**config.mk**
```make
export PLATFORM = sky130hd
export DESIGN_NAME = regfile_mp
export DESIGN_NICKNAME = d
export VERILOG_FILES = /design/src/rtl/regfile_mp.sv
export SDC_FILE = /design/constraint.sdc
export NUM_CORES = 1
export LEC_CHECK = 0
export CORE_MARGIN = 2
export CORE_UTILIZATION = 42
export CTS_CLUSTER_DIAMETER = 40
export DETAILED_ROUTE_END_ITERATION = 8
export GPL_TIMING_DRIVEN = 1
export PLACE_DENSITY_LB_ADDON = 0.12
export SLEW_MARGIN = 20
export SYNTH_ARGS = -nofsm -noshare
export SYNTH_HDL_FRONTEND = slang
export SYNTH_SLANG_ARGS = --single-unit
```
**constraint.sdc**
```tcl
create_clock -name clk_i -period 3.2 [get_ports clk_i]
set_clock_uncertainty 0.1 [all_clocks]
set_input_delay 0.48 -clock clk_i [delete_from_list [all_inputs] [get_ports clk_i]]
set_output_delay 0.48 -clock clk_i [all_outputs]
set_load 0.05 [all_outputs]
```
**src/rtl/regfile_mp.sv**
```systemverilog
// Parametrised NUM_RD-read / 1-write register file with post-reset clear sequencer,
// same-cycle write forwarding and zero register. Optional pending-write scoreboard: RF_SCOREBOARD_EN.
module regfile_mp #(
  parameter int DATA_W = 32,
  parameter int ADDR_W = 5,
  parameter int NUM_RD = 2
) (
  input  logic                     clk_i,
  input  logic                     rst_i,
  input  logic [NUM_RD*ADDR_W-1:0] rd_addr_i,
  output logic [NUM_RD*DATA_W-1:0] rd_data_o,
  input  logic                     wr_en_i,
  input  logic [ADDR_W-1:0]        wr_addr_i,
  input  logic [DATA_W-1:0]        wr_data_i,
  input  logic                     rsv_en_i,
  input  logic [ADDR_W-1:0]        rsv_addr_i,
  output logic [NUM_RD-1:0]        rd_pend_o,
  output logic                     ready_o
);

  localparam int DEPTH = 2**ADDR_W;

  typedef enum logic {
    ST_INIT = 1'b0,
    ST_RUN  = 1'b1
  } state_e;

  state_e              state_q, state_d;
  logic [ADDR_W-1:0]   cnt_q, cnt_d;
  logic                ready_q, ready_d;
  logic [DATA_W-1:0]   mem_q [DEPTH];

  logic                mem_we_s;
  logic [ADDR_W-1:0]   mem_waddr_s;
  logic [DATA_W-1:0]   mem_wdata_s;

  logic [ADDR_W-1:0]   rd_addr_s [NUM_RD];
  logic [NUM_RD-1:0]   fwd_s;
  logic [NUM_RD*DATA_W-1:0] rd_data_s;

  // State register: clear sequencer position and ready flag
  always_ff @(posedge clk_i or posedge rst_i) begin
    if (rst_i) begin
      state_q <= ST_INIT;
      cnt_q   <= '0;
      ready_q <= 1'b0;
    end else begin
      state_q <= state_d;
      cnt_q   <= cnt_d;
      ready_q <= ready_d;
    end
  end

  // Next-state: walk every entry once, then stay in RUN until reset
  always_comb begin
    state_d = state_q;
    cnt_d   = cnt_q;
    case (state_q)
      ST_INIT: begin
        cnt_d = cnt_q + ADDR_W'(1);
        if (cnt_q == ADDR_W'(DEPTH - 1)) begin
          state_d = ST_RUN;
        end else begin
          state_d = ST_INIT;
        end
      end
      ST_RUN:  state_d = ST_RUN;
      default: state_d = ST_INIT;
    endcase
  end

  // Outputs of the FSM: the single storage write port is shared by clear and writeback
  always_comb begin
    ready_d     = (state_d == ST_RUN);
    mem_we_s    = 1'b0;
    mem_waddr_s = '0;
    mem_wdata_s = '0;
    case (state_q)
      ST_INIT: begin
        mem_we_s    = 1'b1;
        mem_waddr_s = cnt_q;
        mem_wdata_s = '0;
      end
      ST_RUN: begin
        mem_we_s    = wr_en_i && (wr_addr_i != '0);
        mem_waddr_s = wr_addr_i;
        mem_wdata_s = wr_data_i;
      end
      default: begin
        mem_we_s    = 1'b0;
        mem_waddr_s = '0;
        mem_wdata_s = '0;
      end
    endcase
  end

  // Storage array; no reset, contents are wiped by the clear sequencer
  always_ff @(posedge clk_i) begin
    if (mem_we_s) begin
      mem_q[mem_waddr_s] <= mem_wdata_s;
    end
  end

  // Per-port address decode and forward detection (address 0 never forwards)
  always_comb begin
    for (int k = 0; k < NUM_RD; k++) begin
      rd_addr_s[k] = rd_addr_i[k*ADDR_W +: ADDR_W];
      fwd_s[k]     = wr_en_i && (wr_addr_i == rd_addr_s[k]) && (rd_addr_s[k] != '0);
    end
  end

  // Read mux: zero register, then forwarded write data, then stored entry
  always_comb begin
    rd_data_s = '0;
    for (int k = 0; k < NUM_RD; k++) begin
      if (state_q != ST_RUN || rd_addr_s[k] == '0) begin
        rd_data_s[k*DATA_W +: DATA_W] = '0;
      end else if (fwd_s[k]) begin
        rd_data_s[k*DATA_W +: DATA_W] = wr_data_i;
      end else begin
        rd_data_s[k*DATA_W +: DATA_W] = mem_q[rd_addr_s[k]];
      end
    end
  end

  assign rd_data_o = rd_data_s;
  assign ready_o   = ready_q;

`ifdef RF_SCOREBOARD_EN
  logic [DEPTH-1:0]  pend_q, pend_d;
  logic [NUM_RD-1:0] rd_pend_s;

  // Pending-bit storage
  always_ff @(posedge clk_i or posedge rst_i) begin
    if (rst_i) begin
      pend_q <= '0;
    end else begin
      pend_q <= pend_d;
    end
  end

  // Writes retire a pending bit; a same-edge reserve of that address re-arms it
  always_comb begin
    pend_d = pend_q;
    if (state_q == ST_RUN) begin
      if (wr_en_i) begin
        pend_d[wr_addr_i] = 1'b0;
      end else begin
        pend_d = pend_d;
      end
      if (rsv_en_i && (rsv_addr_i != '0)) begin
        pend_d[rsv_addr_i] = 1'b1;
      end else begin
        pend_d = pend_d;
      end
    end else begin
      pend_d = pend_q;
    end
    pend_d[0] = 1'b0;
  end

  // A forwarded read is already satisfied unless a new producer reserves it this cycle
  always_comb begin
    rd_pend_s = '0;
    for (int k = 0; k < NUM_RD; k++) begin
      if (state_q == ST_RUN &&
          !(fwd_s[k] && !(rsv_en_i && (rsv_addr_i == rd_addr_s[k])))) begin
        rd_pend_s[k] = pend_q[rd_addr_s[k]];
      end else begin
        rd_pend_s[k] = 1'b0;
      end
    end
  end

  assign rd_pend_o = rd_pend_s;
`else
  logic unused_rsv_s;
  assign unused_rsv_s = ^{rsv_en_i, rsv_addr_i};
  assign rd_pend_o    = '0;
`endif

endmodule

```
Fig. 1: a small window of the routed layout
Region (61, 233) to (111, 283) um. Cells in gray, sequential cells in the stronger gray; small squares are vias.
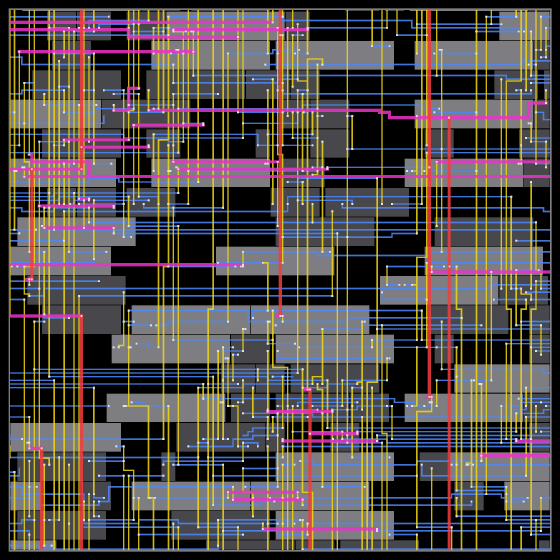
[M3] magenta
[M4] red
[M1] blue
[M2] yellow
sequential cells in the window: 27
most frequent: edfxtp_1 (27), mux2i_1 (12), buf_4 (8)
cells with their middle in the window: 83
netlist names of flops here include: mem_q (27)

Fig. 2: the clock network
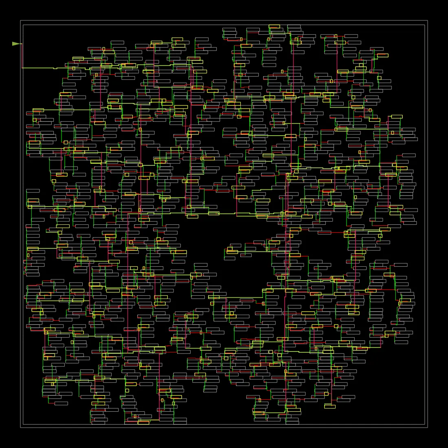
insertion delay at the late pin of the worst-skew pair: 0.74 ns
Sinks on Clock Net: 1030

==> metrics.yaml <==
grt:
  grt_start_max_net_pins: 37
  vias_in_the_first_global_route: 32887
  grt_pass1_wl_mm: 243
  grt_remaining_overflow: 0
  antenna_found_initial: 7
cells_and_area:
  design.final.nets: 3343
  final_layout_top_logic_cell: "edfxtp_1"
  flow.area_growth_from_synthesis_pct: 31.4
  fin_cells: 4926
  postLayoutCellArea_sq_um: 63700
  fraction_of_layout_instances_using_a_drive_strength_above_1: 0.430
  fraction_of_the_core_area_covered_by_cells_at_the_end_of_the_flow: 0.557
cts:
  cts-buffers-inserted: 152
  total_setup_buffers_inserted_after_cts: 27
  clk_path_buf_depth: 3
  clock-root-buffer: "clkbuf_16"
  clk_transition_reported_paths_ns: 0.06
  holdBufCountCts: 0
  h-tree-depth: 4
  post_cts_resized: 193
route:
  firstDrtPassIters: 5
  routed_via_density: 6.46
  detail_route.wirelength.met1_mm: 68.7
  remaining_drc_errors: 0
  num_vias: 31809
  post_drt_wl_per_cell_um: 35.3
  met3RoutedLength_mm: 15.5
  totalWireLength_mm: 174
  ant_nets: 0
status:
  failing_checks: "setup timing"
  outcome: "complete, but fails checks"
sta:
  worst_slew_pin_tran_ns: 1.11
  timing.final.crit_share: 1.02
  max-slew-margin-rel: 0.259
  setup_ws_ns: -0.0646
  final-setup-viol-count: 2
  period_needed_ns: 3.26
  timing.final.max_slew_violations: 0
  timing.hold.ws_ns: 0.101
  tns_ns: -0.0657
logic_synthesis:
  yosys-dominant-comb-family: "multiplexers"
  postSynthAreaPerCell_sq_um: 17.6
  yosys.area_share.adder: 0.000516
  synthDominantCellAreaShare: 0.634
  yosys.cell_count.top_type: "edfxtp_1"
  synth_warnings: 0
  synth_compound_gate_area_share: 0.0759
  count_of_distinct_cell_types_in_the_synthesized_netlist: 52
  synth.mux.area_fraction: 0.232
  synth_async_sr_flop_share: 0.00583
  yosys.area_share.xor_xnor: 0.00235
  yosys_cells: 2760
  netlist.top_cell.by_area: "edfxtp_1"
  syn_area_sq_um: 48500
  simple_logic_cell_fraction_of_the_synthesized_area: 0.0276
  ys_chip_area_sq_um: 48500
  flop_cell: "edfxtp_1"
die:
  die.size.y_um: 344
  num_rows: 124
place:
  io_buffers: 114
  post-place-cells: 4599
worst_setup_path:
  critical_path_arrival_ns: 2.68
  critPathMostFrequentCell: "buf_6"
  critPathCaptureType: "primary output"
  regToRegStartpoint: "ready_o"
  cp_num_buf_inv: 5
  worst_path_dominant_cell_family: "simple AND/OR/NAND/NOR gates"
  timing.reg2reg.worst_path_depth: 6
  r2r-end: "mem_q[11][13]"
  worstSetupStartpoint: "rd_addr_i[4]"
  crit_fanout: 7
  critical_path_class: "in2out"
  worstSetupStartpointType: "primary input"
power:
  total_leakage_power_nw: 21.8
  power.density_nw_per_um2: 564
  totalPowerFinal_mw: 35.9
run:
  drv_cap: 0
[report_power, final]
part	leakage, nW	total, mW	internal [mW]	switching (mW)
logic	9.96	4.11	1.78	2.33
clock network	2.50	16.9	10.7	6.29
registers	9.30	14.9	14.9	0.00689
[registers in the layout, summed over array words and instances (netlist names)]
name	cells
mem_q	1024
cnt_q	5
ready_o	1
[cell type report]
cell class                      count  area (sq um)
Timing Repair Buffer              606          7750
Inverter                            3          11.3
Sequential cell                  1030         30900
Clock inverter                    108          1280
Clock buffer                      167          3900
Multi-Input combinational cell   1492         17900
Fill cell                        8676         50700
Antenna cell                        8          20.0
Tap cell                         1512          1890
[routing by layer]
metal  up-vias  global-route usage
met3       344              0.0628
met5         -                   0
met4         2               0.122
met2      1717               0.465
li1      12824                   -
met1     16922               0.397
Power and IR drop assume default switching activity.
